$ cat src/rtl/moore_seq_detector.sv
// Moore serial detector for a PAT_W-bit pattern, with a KMP transition table built at elaboration.
// Optional saturating match counter behind `MOORE_SEQ_CNT_EN; without it match_cnt is tied to 0.
module moore_seq_detector #(
    parameter int              PAT_W   = 3,
    parameter logic [PAT_W-1:0] PATTERN = 3'b110,
    parameter bit              OVERLAP = 1'b1,
    parameter int              CNT_W   = 8
) (
    input  logic             clk,
    input  logic             rst,
    input  logic             in,
    input  logic             in_en,
    input  logic             clear,
    output logic             out,
    output logic [CNT_W-1:0] match_cnt
);

    localparam int SW = $clog2(PAT_W + 1);
    localparam int TN = 2 ** (SW + 1);

    typedef enum logic [SW-1:0] {
        IDLE  = SW'(0),
        MATCH = SW'(PAT_W)
    } state_t;

    function automatic logic pat_bit(int i);
        logic [15:0] t;
        t = 16'(PATTERN) >> (PAT_W - 1 - i);
        return t[0];
    endfunction

    // Longest suffix of (first p pattern bits, b) that is also a pattern prefix.
    function automatic int kmp_next(int p, int b);
        int   pe;
        int   k0;
        int   idx;
        int   res;
        logic sb;
        logic ok;
        res = 0;
        if (p <= PAT_W) begin
            pe = (p == PAT_W && !OVERLAP) ? 0 : p;
            k0 = (pe + 1 > PAT_W) ? PAT_W : pe + 1;
            for (int k = k0; k >= 1; k--) begin
                if (res == 0) begin
                    ok = 1'b1;
                    for (int j = 0; j < k; j++) begin
                        idx = pe + 1 - k + j;
                        sb  = (idx == pe) ? b[0] : pat_bit(idx);
                        if (sb != pat_bit(j)) ok = 1'b0;
                    end
                    if (ok) res = k;
                end
            end
        end
        return res;
    endfunction

    logic [SW-1:0] nxt_tab [TN];

    for (genvar g = 0; g < TN; g++) begin : g_tab
        assign nxt_tab[g] = SW'(kmp_next(g / 2, g % 2));
    end

    state_t state_q;
    state_t state_d;

    always_ff @(posedge clk or negedge rst) begin
        if (!rst) begin
            state_q <= IDLE;
        end else begin
            state_q <= state_d;
        end
    end

    always_comb begin
        state_d = state_q;
        if (clear) begin
            state_d = IDLE;
        end else if (in_en) begin
            state_d = state_t'(nxt_tab[{state_q, in}]);
        end
    end

    assign out = (state_q == MATCH);

`ifdef MOORE_SEQ_CNT_EN
    logic [CNT_W-1:0] cnt_q;
    logic [CNT_W-1:0] cnt_d;
    logic             hit;

    assign hit = in_en && !clear && (state_d == MATCH);

    always_comb begin
        cnt_d = cnt_q;
        if (clear) begin
            cnt_d = '0;
        end else if (hit && (cnt_q != {CNT_W{1'b1}})) begin
            cnt_d = cnt_q + 1'b1;
        end
    end

    always_ff @(posedge clk or negedge rst) begin
        if (!rst) begin
            cnt_q <= '0;
        end else begin
            cnt_q <= cnt_d;
        end
    end

    assign match_cnt = cnt_q;
`else
    assign match_cnt = '0;
`endif

endmodule
$ cat config.mk
export PLATFORM = sky130hd
export DESIGN_NAME = moore_seq_detector
export DESIGN_NICKNAME = d
export VERILOG_FILES = /design/src/rtl/moore_seq_detector.sv
export SDC_FILE = /design/constraint.sdc
export NUM_CORES = 1
export LEC_CHECK = 0
export CELL_PAD_IN_SITES_DETAIL_PLACEMENT = 1
export CELL_PAD_IN_SITES_GLOBAL_PLACEMENT = 2
export CORE_MARGIN = 1.5
export CORE_UTILIZATION = 15
export DETAILED_ROUTE_END_ITERATION = 10
export PLACE_DENSITY = 0.7
export SLEW_MARGIN = 30
export SYNTH_ARGS = -nofsm -noshare
export SYNTH_HDL_FRONTEND = slang
export SYNTH_SLANG_ARGS = --single-unit
$ cat constraint.sdc
create_clock -name clk -period 1.34 [get_ports clk]
set_input_delay 0.268 -clock clk [delete_from_list [all_inputs] [get_ports clk]]
set_output_delay 0.268 -clock clk [all_outputs]
set_load 0.03 [all_outputs]
==> images/drive_strength.png <==
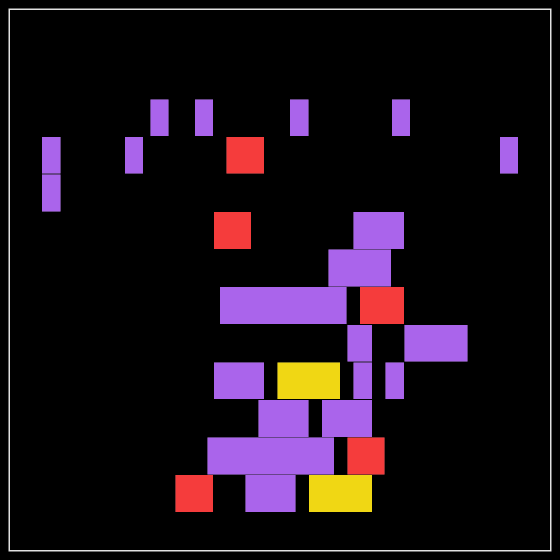
| size | color | cells | share | most used |
|---|---|---|---|---|
| drive 2 | yellow | 2 | 7.4% | a211oi_2 |
| drive 3 to 4 | red | 5 | 19% | clkbuf_4 |
| drive 1 or less | purple | 20 | 74% | conb_1 |
growth of design area from synthesis to finish: 27.6%
buffer count excluding the clock tree in the final layout: 5
post-layout worst setup margin: 0.116 ns
cell area after layout: 249 µm²

==> images/met2.png <==
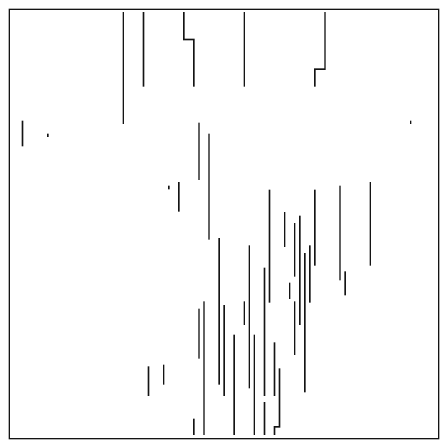
longest straight run: 13.3 µm
share of all routed wire: 61%
wire length on this layer: 237 µm
nets with wire on the layer: 32
vias after detailed routing: 140
GR met2 Demand/Resource: 11.7%

==> images/density.png <==
Scale bar: 10 µm. 8 x 8 tiles, from dark blue (low) to red (high), 0 to 100% covered.
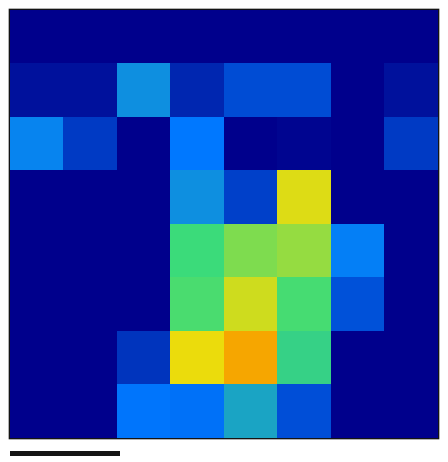
mean over tiles: 15%
fullest tile: 81%
densest ninth of the die: bottom center
nearly empty tiles: 53%
core outline area: 0.00116 mm²
initial core utilization: 16.9%
Post-Route Utilization: 21.5%

==> images/met1.png <==
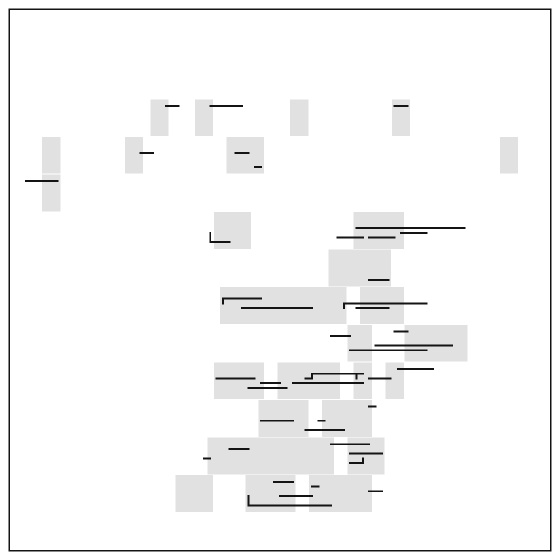
nets with wire on the layer: 29
main direction: horizontal
longest straight run: 7.80 µm
wire length on this layer: 102 µm
WL final: 386 µm
met1 layer usage reported by global route: 3.41%

==> flow_summary.json <==
{
  "power.static_leakage_nw": 0.118,
  "finalSetupViolCount": 0,
  "total_power_consumption_uw": 261,
  "largestRegisters": "state_q x2",
  "drt-initial-drc-count": 5,
  "dieWidth_um": 39.1,
  "yosys_warnings": 0,
  "register_cell_area_after_layout_um2": 50.0,
  "hold-worst-slack_ns": 0.210,
  "total_nets_final": 36,
  "critPathRequiredTime_ns": 1.07,
  "synth_top_flop_cell": "sky130_fd_sc_hd__dfrtp_1",
  "critical_path.reg2reg.startpoint": "state_q[0]",
  "mappedNetlistArea_um2": 195,
  "critical_path.max_stage_delay_ns": 0.39,
  "fillCellCount": 134,
  "worst-setup-path-type": "flip-flop to output port",
  "buffer_ports.inserted": 5,
  "layout.area.comb_um2": 108,
  "period_needed_ns": 1.22,
  "run_status": "finished, final reports clean",
  "first_global_vias": 158
}
==> routing by layer <==
layer	vias to the layer above	global-route usage (%)	routed length, µm
met5	-	0	0
met4	0	18.1	35
met3	4	1.73	11
met2	7	11.7	237
met1	64	3.41	102
li1	65	-	-
==> worst reg2reg max path, cell delays in order, from the launching register on <==
cell and delay, ns:
sky130_fd_sc_hd__dfrtp_1 0.37, sky130_fd_sc_hd__inv_1 0.06, sky130_fd_sc_hd__ha_1 0.27, sky130_fd_sc_hd__mux2i_1 0.18
sky130_fd_sc_hd__a211oi_2 0.09
==> kinds of logic after synthesis <==
| family | after synthesis | synth area share (%) |
|---|---|---|
| AND/OR/NAND/NOR | 2 | 6.41 |
| AND-OR/OR-AND | 3 | 15.4 |
| multiplexers | 1 | 5.13 |
| other | 1 | 1.92 |
| adder cells (fa/ha/maj) | 2 | 12.8 |
| buffers and inverters | 9 | 32.7 |
| flip-flops | 2 | 25.6 |
==> path summary, 6_finish.rpt <==
check,endpoint,cells after the start,slack (ns)
setup / recovery,out,2,0.12
hold / removal,state_q[1],1,0.21
setup reg to reg,state_q[0],4,0.24
hold reg to reg,state_q[0],2,0.64
max in group asynchronous,state_q[0],1,1.00
min in group clk,state_q[0],2,0.64
==> power breakdown <==
part / internal, mW / switching [mW] / total [mW] / leakage, nW
logic: 0.0187 / 0.0432 / 0.0619 / 0.0775
clock network: 0.0986 / 0.0330 / 0.132 / 0.0138
registers: 0.0641 / 0.00328 / 0.0674 / 0.0268
total: 0.181 / 0.0795 / 0.261 / 0.118
==> per-stage QoR <==
step	instance area, µm²	setup TNS (ns)	setup WS (ns)
after floorplan	221	0	0.326
after global placement	226	-0.0408	-0.0408
after detailed placement	226	-0.109	-0.109
after CTS	249	0	0.108
after global routing	249	0	0.0920
final	249	0	0.116
Power and IR drop assume default switching activity.
